[config.mk]
export PLATFORM = sky130hd
export DESIGN_NAME = rotation_amount_finder_16
export DESIGN_NICKNAME = d
export VERILOG_FILES = /design/src/rtl/rotfind_pkg.sv /design/src/rtl/rotfind_ctrl.sv /design/src/rtl/rotation_amount_finder_16.sv
export SDC_FILE = /design/constraint.sdc
export NUM_CORES = 1
export LEC_CHECK = 0
export CAP_MARGIN = 20
export CORE_ASPECT_RATIO = 0.9
export CORE_MARGIN = 2
export CORE_UTILIZATION = 36
export DETAILED_ROUTE_END_ITERATION = 7
export SYNTH_ARGS = -nofsm -noshare
export SYNTH_HDL_FRONTEND = slang
export SYNTH_HIERARCHICAL = 1
export SYNTH_SLANG_ARGS = --single-unit
[constraint.sdc]
create_clock -name clk -period 2.4 [get_ports clk]
set_input_delay 0.6 -clock clk [delete_from_list [all_inputs] [get_ports clk]]
set_output_delay 0.6 -clock clk [all_outputs]
set_load 0.01 [all_outputs]
[src/rtl/rotfind_pkg.sv]
// Shared definitions for the rotation amount finder: default word width,
// derived amount width and the controller state encoding.
package rotfind_pkg;

  localparam int unsigned ROTFIND_WIDTH = 16;
  localparam int unsigned ROTFIND_AW    = $clog2(ROTFIND_WIDTH);

  typedef enum logic [1:0] {
    ST_IDLE   = 2'd0,
    ST_SEARCH = 2'd1,
    ST_DONE   = 2'd2
  } rotfind_state_e;

endpackage

[src/rtl/rotfind_ctrl.sv]
// Controller for the rotation amount finder: handshake FSM, step counter
// and the registered result outputs.
module rotfind_ctrl
  import rotfind_pkg::*;
#(
  parameter int unsigned WIDTH = ROTFIND_WIDTH,
  parameter int unsigned AW    = $clog2(WIDTH)
) (
  input  logic          clk,
  input  logic          rst_n,
  input  logic          start_i,
  input  logic          match_i,
  output logic          load_o,
  output logic          step_o,
  output logic          busy_o,
  output logic          done_o,
  output logic          found_o,
  output logic [AW-1:0] amt_r_o,
  output logic [AW-1:0] amt_l_o
);

  localparam logic [AW-1:0] K_LAST = AW'(WIDTH - 1);

  rotfind_state_e state_q;
  logic [AW-1:0]  k_q;
  logic           busy_q;
  logic           done_q;
  logic           found_q;
  logic [AW-1:0]  amt_r_q;
  logic [AW-1:0]  amt_l_q;
  logic           last_s;

  assign last_s = (k_q == K_LAST);
  assign load_o = (state_q == ST_IDLE) && start_i;
  assign step_o = (state_q == ST_SEARCH) && !match_i && !last_s;

  // Handshake FSM, step counter and result registers
  always_ff @(posedge clk or negedge rst_n) begin
    if (!rst_n) begin
      state_q <= ST_IDLE;
      k_q     <= '0;
      busy_q  <= 1'b0;
      done_q  <= 1'b0;
      found_q <= 1'b0;
      amt_r_q <= '0;
      amt_l_q <= '0;
    end else begin
      case (state_q)
        ST_IDLE: begin
          done_q <= 1'b0;
          if (start_i) begin
            state_q <= ST_SEARCH;
            busy_q  <= 1'b1;
            k_q     <= '0;
          end
        end
        ST_SEARCH: begin
          if (match_i) begin
            state_q <= ST_DONE;
            busy_q  <= 1'b0;
            done_q  <= 1'b1;
            found_q <= 1'b1;
            amt_r_q <= k_q;
            // Modulo-WIDTH negate: k=0 wraps back to 0 in AW bits
            amt_l_q <= AW'(0) - k_q;
          end else if (last_s) begin
            state_q <= ST_DONE;
            busy_q  <= 1'b0;
            done_q  <= 1'b1;
            found_q <= 1'b0;
            amt_r_q <= '0;
            amt_l_q <= '0;
          end else begin
            k_q <= k_q + AW'(1);
          end
        end
        ST_DONE: begin
          state_q <= ST_IDLE;
          done_q  <= 1'b0;
        end
        default: begin
          state_q <= ST_IDLE;
          busy_q  <= 1'b0;
          done_q  <= 1'b0;
        end
      endcase
    end
  end

  assign busy_o  = busy_q;
  assign done_o  = done_q;
  assign found_o = found_q;
  assign amt_r_o = amt_r_q;
  assign amt_l_o = amt_l_q;

endmodule

[src/rtl/rotation_amount_finder_16.sv]
// Sequential inverse of the rotate shifter: finds the smallest right-rotation
// amount taking a to y, one rotation step per clock.
module rotation_amount_finder_16
  import rotfind_pkg::*;
#(
  parameter int unsigned WIDTH = ROTFIND_WIDTH,
  parameter int unsigned AW    = $clog2(WIDTH)
) (
  input  logic             clk,
  input  logic             rst_n,
  input  logic             start,
  input  logic [WIDTH-1:0] a,
  input  logic [WIDTH-1:0] y,
  output logic             busy,
  output logic             done,
  output logic             found,
  output logic [AW-1:0]    amt_r,
  output logic [AW-1:0]    amt_l
);

  logic [WIDTH-1:0] rot_q;
  logic [WIDTH-1:0] rot_d;
  logic [WIDTH-1:0] tgt_q;
  logic [WIDTH-1:0] tgt_d;
  logic             load_s;
  logic             step_s;
  logic             match_s;

  assign match_s = (rot_q == tgt_q);

  rotfind_ctrl #(
    .WIDTH (WIDTH),
    .AW    (AW)
  ) u_ctrl (
    .clk     (clk),
    .rst_n   (rst_n),
    .start_i (start),
    .match_i (match_s),
    .load_o  (load_s),
    .step_o  (step_s),
    .busy_o  (busy),
    .done_o  (done),
    .found_o (found),
    .amt_r_o (amt_r),
    .amt_l_o (amt_l)
  );

  // Next-state for the working word and captured target
  always_comb begin
    rot_d = rot_q;
    tgt_d = tgt_q;
    if (load_s) begin
      rot_d = a;
      tgt_d = y;
    end else if (step_s) begin
      rot_d = {rot_q[0], rot_q[WIDTH-1:1]};
    end else begin
      rot_d = rot_q;
    end
  end

  // Datapath registers
  always_ff @(posedge clk or negedge rst_n) begin
    if (!rst_n) begin
      rot_q <= '0;
      tgt_q <= '0;
    end else begin
      rot_q <= rot_d;
      tgt_q <= tgt_d;
    end
  end

endmodule
Fig. 1: metal layers overlaid
(3 px per micron)
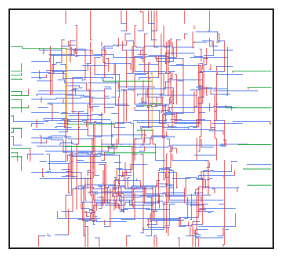
legend:
  red:
    layer: M2
    wire_length: 1920 microns
  orange:
    layer: M4
    wire_length: 44.2 microns
  blue:
    layer: M1
    wire_length: 2140 microns
  green:
    layer: M3
    wire_length: 210 microns

Fig. 2: routing congestion map
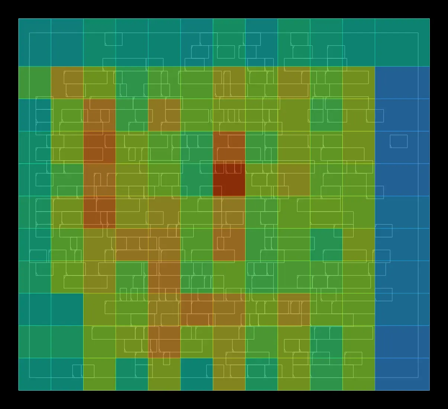
GRT Total Usage: 0.133
busiest grt layer: met2

Fig. 3: clock wires, drivers and flops
(4 px per micron)
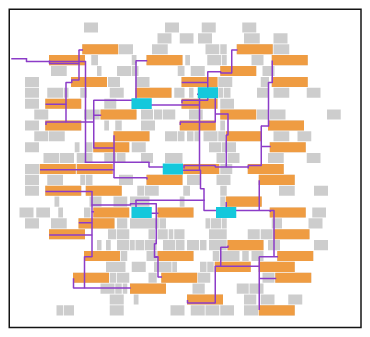
legend:
  purple:
    item: clock wires
    length: 593 microns
  cyan:
    item: clock-net drivers
    count: 5
  orange:
    item: flip-flops
    count: 48
flops lie: widely spread

Fig. 4: the metal 3 layer
(3 px per micron) Cells faint in the background.
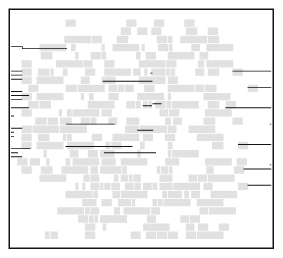
wire length on this layer: 210 microns
longest straight run: 22.1 microns
share of all routed wire: 4.9%
main direction: horizontal
nets with wire on the layer: 27

==> results.txt <==
status = complete, no violations
met2 WL post-DR = 1920 microns
final clock skew = 0.00878 ns
XOR Share, Synth = 0.0697
PortBufs = 45
area reported by Yosys stat = 0.00226 sq mm
GPL Wtd Cong = 0.754
met3 usage = 0.0333
#FFs+latches synth = 48
Pwr Density = 1120 mW/mm^2
total number of vias = 1527
WP data arrival = 2.16 ns
nonclk inv count = 7
RSZ-0062 raised after global routing = no
Hold Slack = 0.393 ns
n_taps = 72
switching power = 0.00109 W
diode count = 0
Top Ports = 46
Top cells excl fill/tap = dfrtp_1 (48), clkdlybuf4s50_1 (44), xnor2_1 (18)
worst setup path category = input pin to flip-flop
Setup-failing EPs final = 0
final slew viol count = 0
nets = 273
final std cells w/o fill = 308
fmax = 0.506 GHz
CP required = 2.58 ns
FFs w/ async S/R, synth = 1.00
nonclk buf count = 50
Clock buffer cells = 7
Seq/total area = 0.419
vias in the first global route = 1505
Chip Area = 0.00693 sq mm
cells in synth_stat.txt = 190
top cells by count = dfrtp_1 (48), xnor2_1 (18), mux2_2 (16), mux2i_1 (16), nand2_1 (16)
Critical R2R Capture = rot_q[0]
reg2reg path depth = 8
Post-synth EDFFs = 0
die height = 79.2 microns
Seq. cell area = 0.00120 sq mm
crit-path max FO = 38
worst flop-to-flop path startpoint = rot_q[5]
clock network power share = 0.161
Max-cap violations = 0
synth top area cells = dfrtp_1 (53%), mux2_2 (8.0%), mux2i_1 (7.1%)
sw frac = 0.343
final core utilization = 0.471
Root Driver = clkbuf_8
post-DP HPWL = 3110 microns
Post-Layout Inst Area = 0.00286 sq mm
Mean Syn Cell Area = 11.9 sq um
clock network area share = 0.0336
Pre-Place Util = 0.372
Top logic family = multiplexers
yosys aoi share = 0.100
Commonest flop = dfrtp_1
iteration tally of the first detailed-router pass = 4
initial drt markers = 65
DRC errors left = 0
register area share after synthesis = 0.531
Top cell excl fill/tap = dfrtp_1
Area leader share = 0.531
share of layout cells above drive strength 1 = 0.161
most frequent cell after synthesis = dfrtp_1
WL/cell = 14.0 microns
clk buf depth = 2
filler cell count = 579
Final WS setup = 0.423 ns
Tool Warnings = 27
CTS Hold Buffers Added = 0
Max-Slew Margin vs Limit = 0.594
final hold violation count = 0
Critical Path End = tgt_q[14]
worst max-delay path: stages:
cell,delay (ns)
clkdlybuf4s50_1,0.47
or3b_1,0.40
inv_1,0.12
buf_12,0.21
mux2_2,0.35
power by group through the flow:
stage / registers, W / clock network, W / logic (W)
after floorplan: 0.00137 / 0 / 0.00103
after global placement: 0.00147 / 0 / 0.00121
after detailed placement: 0.00148 / 0 / 0.00124
after CTS: 0.00146 / 0.000525 / 0.00124
after global routing: 0.00151 / 0.000552 / 0.00138
final: 0.00146 / 0.000514 / 0.00122
sequential cells by signal (all words and copies together), names as in the netlist:
signal          cells
rot_q              16
u_ctrl/amt_l_o      3
u_ctrl/found_o      1
tgt_q              16
u_ctrl/k_q          4
u_ctrl/state_q      2
u_ctrl/busy_o       1
u_ctrl/done_o       1
u_ctrl/amt_r_o      4
Power is estimated from default activity; no workload was simulated.
